**Signal metal coverage by tile**

The bar under the picture is 10 um long. The die is cut into 8 by 8 equal tiles; dark blue is low, red is high, scaled to the fullest tile. Values are wire area over tile area, all layers added.
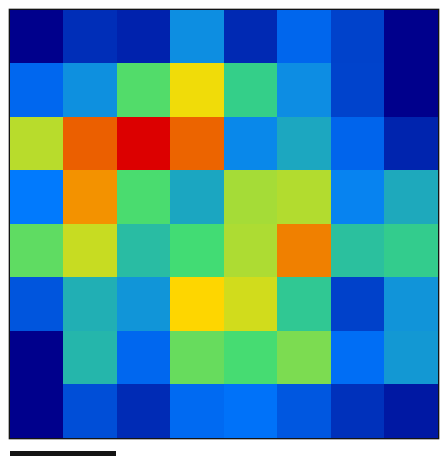
**Routed metal, one colour a layer**

The bar under the picture is 10 um long.
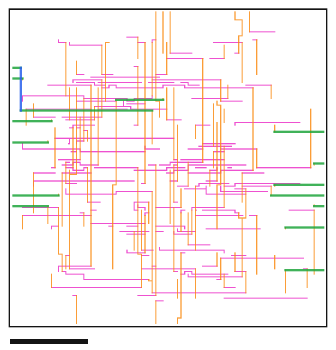
**Sequential cells coloured by netlist name**

The bar under the picture is 10 um long. Other sequential cells in the stronger grey, the rest of the logic in the fainter grey.
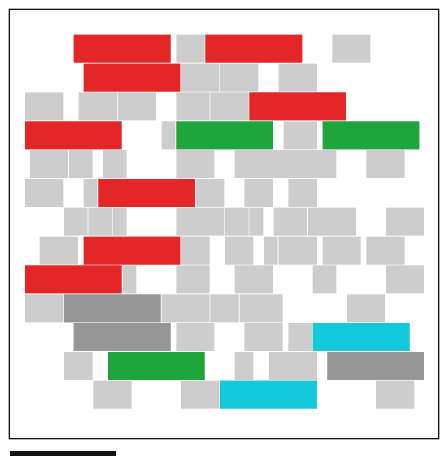
## src/rtl/dec_scan_nto2n.sv

```systemverilog
// Registered N-to-2^N one-hot decoder with enable.
// Direct mode decodes a handshaked select; scan mode sweeps every line, DWELL cycles each.
module dec_scan_nto2n #(
    parameter int unsigned N          = 3,
    parameter int unsigned DWELL      = 4,
    parameter bit          ACTIVE_LOW = 1'b0,
    localparam int unsigned OUTW      = 2**N
) (
    input  logic            clk,
    input  logic            rst_n,
    input  logic            en,
    input  logic            mode,
    input  logic            sel_valid,
    input  logic [N-1:0]    sel,
    output logic            sel_ready,
    output logic [OUTW-1:0] y,
    output logic [N-1:0]    idx,
    output logic            wrap
);

    localparam int unsigned CNT_W = (DWELL > 1) ? $clog2(DWELL) : 1;
    localparam logic [OUTW-1:0] Y_IDLE = {OUTW{ACTIVE_LOW}};

    typedef enum logic [1:0] {
        ST_IDLE   = 2'd0,
        ST_DIRECT = 2'd1,
        ST_SCAN   = 2'd2
    } state_e;

    state_e              state_q, state_d;
    logic [N-1:0]        idx_q, idx_d;
    logic [CNT_W-1:0]    dwell_q, dwell_d;
    logic                wrap_q, wrap_d;
    logic [OUTW-1:0]     y_q, y_d;
    logic                dwell_last_c;

    // Polarity is folded in here so y leaves the register already in its final sense.
    function automatic logic [OUTW-1:0] decode(input logic [N-1:0] i);
        return Y_IDLE ^ (OUTW'(1) << i);
    endfunction

    assign sel_ready    = (state_q == ST_DIRECT) & en & ~mode;
    assign dwell_last_c = (dwell_q == CNT_W'(DWELL - 1));

    always_comb begin
        state_d = state_q;
        idx_d   = idx_q;
        dwell_d = '0;
        wrap_d  = 1'b0;

        if (!en) begin
            state_d = ST_IDLE;
        end else if (mode) begin
            state_d = ST_SCAN;
        end else begin
            state_d = ST_DIRECT;
        end

        if (sel_ready && sel_valid) begin
            idx_d = sel;
        end

        // Dwell only runs while already scanning, so any entry into scan starts a full dwell.
        if ((state_q == ST_SCAN) && en && mode) begin
            if (dwell_last_c) begin
                idx_d  = idx_q + N'(1);
                wrap_d = &idx_q;
            end else begin
                dwell_d = dwell_q + CNT_W'(1);
            end
        end

        y_d = (state_d == ST_IDLE) ? Y_IDLE : decode(idx_d);
    end

    always_ff @(posedge clk or negedge rst_n) begin
        if (!rst_n) begin
            state_q <= ST_IDLE;
            idx_q   <= '0;
            dwell_q <= '0;
            wrap_q  <= 1'b0;
            y_q     <= Y_IDLE;
        end else begin
            state_q <= state_d;
            idx_q   <= idx_d;
            dwell_q <= dwell_d;
            wrap_q  <= wrap_d;
            y_q     <= y_d;
        end
    end

    assign y    = y_q;
    assign idx  = idx_q;
    assign wrap = wrap_q;

endmodule
```

## config.mk

```make
export PLATFORM = sky130hd
export DESIGN_NAME = dec_scan_nto2n
export DESIGN_NICKNAME = d
export VERILOG_FILES = /design/src/rtl/dec_scan_nto2n.sv
export SDC_FILE = /design/constraint.sdc
export NUM_CORES = 1
export LEC_CHECK = 0
export CAP_MARGIN = 15
export CORE_UTILIZATION = 47
export DETAILED_ROUTE_END_ITERATION = 10
export GPL_TIMING_DRIVEN = 0
export PLACE_DENSITY = 0.8
export RECOVER_POWER = 50
export SKIP_CTS_REPAIR_TIMING = 1
export SYNTH_ARGS = -nofsm -noshare
export SYNTH_HDL_FRONTEND = slang
export SYNTH_SLANG_ARGS = --single-unit
```

## constraint.sdc

```tcl
create_clock -name clk -period 3.1 [get_ports clk]
set_input_delay 0.62 -clock clk [delete_from_list [all_inputs] [get_ports clk]]
set_output_delay 0.62 -clock clk [all_outputs]
set_load 0.02 [all_outputs]
```

==> flow_metrics.tcl <==
# yosys + openroad results
set metrics [dict create \
    chipWidth_um 40.37 \
    critical_path_data_arrival_time_ns 2.25 \
    post_synth_main_area_contributors "sky130_fd_sc_hd__dfrtp_1, sky130_fd_sc_hd__ha_1, sky130_fd_sc_hd__and4_2, sky130_fd_sc_hd__a221oi_4, sky130_fd_sc_hd__nor4_1" \
    filler_cells 92 \
    synth_flop_count 16 \
    final-hold-violation-count 0 \
    clock.latency.late_pin_ns 0.27 \
    vias 488 \
    synth.net_count 62 \
    tritoncts.num_buffers 3 \
    power.group.top "registers" \
    report.final.slew_viol_count 0 \
    die_area_sq_um 1630 \
    netlist_area_before_placement_sq_um 691.9 \
    cells_in_synth_stat_txt 51 \
    timing.critical_path.max_delay_family "buffers and inverters" \
    drc 0 \
    place_area_sq_um 910.9 \
    layout.cells.non_filler 89 \
    cell_internal_pwr_mw 0.3311 \
    worst_path_max_stage_delay_ns 0.67 \
    cp_data_required_time_ns 2.48 \
    timing_worst_setup_path_type "primary input to output port" \
    floorplan.die.height_um 40.37 \
    seq_power_share_pct 50.9 \
    initial_core_util_pct 51.88 \
    outcome "complete, no violations" \
    max_clock_freq_mhz 348.2 \
    cts_buffer_depth 2 \
    layout_min_cycle_time_ns 2.872 \
    psw_mw 0.1367 \
    drive_above_1_share_pct 14.86 \
]
-- 'signal metal coverage by tile' (at the start) --
The fullest tile reaches 0.32. The mean over all tiles is 0.12. 7.8% of the tiles are nearly empty. The emptiest ninth of the die: north-east.

-- 'routed metal, one colour a layer' (at the start) --
Key: magenta = met1 [wire length 571 um]; orange = met2 [wire length 547 um]; green = met3 [wire length 75.2 um]; blue = met4 [wire length 5.40 um]

-- 'sequential cells coloured by netlist name' (at the start) --
Key: red = y [flops 8]; green = idx [flops 3]; cyan = dwell_q [flops 2]
Another 3 sequential cells are not coloured.

## cells by family after synthesis
logic type	after synthesis	share of synthesized area [%]
DFF	16	57.87
buffers and inverters	5	3.797
AOI/OAI and AO/OA	8	12.12
adders and majority gates	3	5.426
and+or+nand+nor	19	20.80
## path summary, 6_finish.rpt
| kind | startpoint | to | slack (ns) | depth (start not counted) |
|---|---|---|---|---|
| max in group asynchronous | rst_n | y[5] | 1.85 | 1 |
| hold reg to reg | dwell_q[0] | dwell_q[0] | 0.44 | 1 |
| setup / recovery | en | sel_ready | 0.23 | 4 |
| min in group asynchronous | rst_n | wrap | 0.82 | 1 |
| hold / removal | dwell_q[0] | dwell_q[0] | 0.44 | 1 |
| setup reg to reg | state_q[0] | y[7] | 1.29 | 6 |
## layer usage
metal	track usage [%]	up-vias	part of all wire, %
met1	23.40	225	48
li1	-	246	-
met5	0	-	0
met4	7.500	0	0.42
met3	3.333	2	6.3
met2	29.76	15	46
## final cells by class
cell class / count / area [sq um] / share of cell area, %
timing repair buffer: 20 / 200.2 / 21.45
sequential: 16 / 400.4 / 42.90
inverter: 3 / 11.26 / 1.206
tap: 15 / 18.77 / 2.011
buffer: 2 / 15.01 / 1.609
multi-input combinational: 30 / 265.3 / 28.42
clock buffer: 3 / 22.52 / 2.413
## synth_stat cells
library cell,number
sky130_fd_sc_hd__dfrtp_1,16
sky130_fd_sc_hd__o22ai_1,1
sky130_fd_sc_hd__and3_1,1
sky130_fd_sc_hd__o22a_1,1
sky130_fd_sc_hd__nand2_1,1
sky130_fd_sc_hd__and2_1,1
sky130_fd_sc_hd__clkbuf_1,1
sky130_fd_sc_hd__inv_1,2
sky130_fd_sc_hd__nor3b_1,1
sky130_fd_sc_hd__buf_6,1
sky130_fd_sc_hd__and4bb_1,1
sky130_fd_sc_hd__a32o_1,2
sky130_fd_sc_hd__and4_2,3
sky130_fd_sc_hd__a221oi_4,1
sky130_fd_sc_hd__and2_4,1
sky130_fd_sc_hd__ha_1,3
sky130_fd_sc_hd__and2_2,1
sky130_fd_sc_hd__and4b_1,1
sky130_fd_sc_hd__and4_1,1
sky130_fd_sc_hd__inv_2,1
sky130_fd_sc_hd__nand4b_1,1
sky130_fd_sc_hd__a21boi_0,3
sky130_fd_sc_hd__nor4_1,4
sky130_fd_sc_hd__nor3_1,1
sky130_fd_sc_hd__nor2_1,1
## worst reg2reg max path, stage by stage, from the launching register on
cell and delay [ns]:
sky130_fd_sc_hd__dfrtp_1 0.39, sky130_fd_sc_hd__and4bb_1 0.21, sky130_fd_sc_hd__buf_6 0.13, sky130_fd_sc_hd__a32o_1 0.25
sky130_fd_sc_hd__o22ai_1 0.30, sky130_fd_sc_hd__inv_1 0.17, sky130_fd_sc_hd__and4_2 0.27
## sequential cells by signal, summed over array words and instances (netlist names)
name,count
y,8
wrap,1
dwell_q,2
idx,3
state_q,2
## stage by stage
stage               hold WS [ns]  utilization (%)  setup WS [ns]
detailed placement        0.4332            68.29         0.2907
finish                    0.4440            69.98         0.2281
global route              0.4699            69.98         0.1520
global placement          0.4287            68.29         0.2999
CTS                       0.4451            69.98         0.2902
floorplan                 0.3244                -          1.207
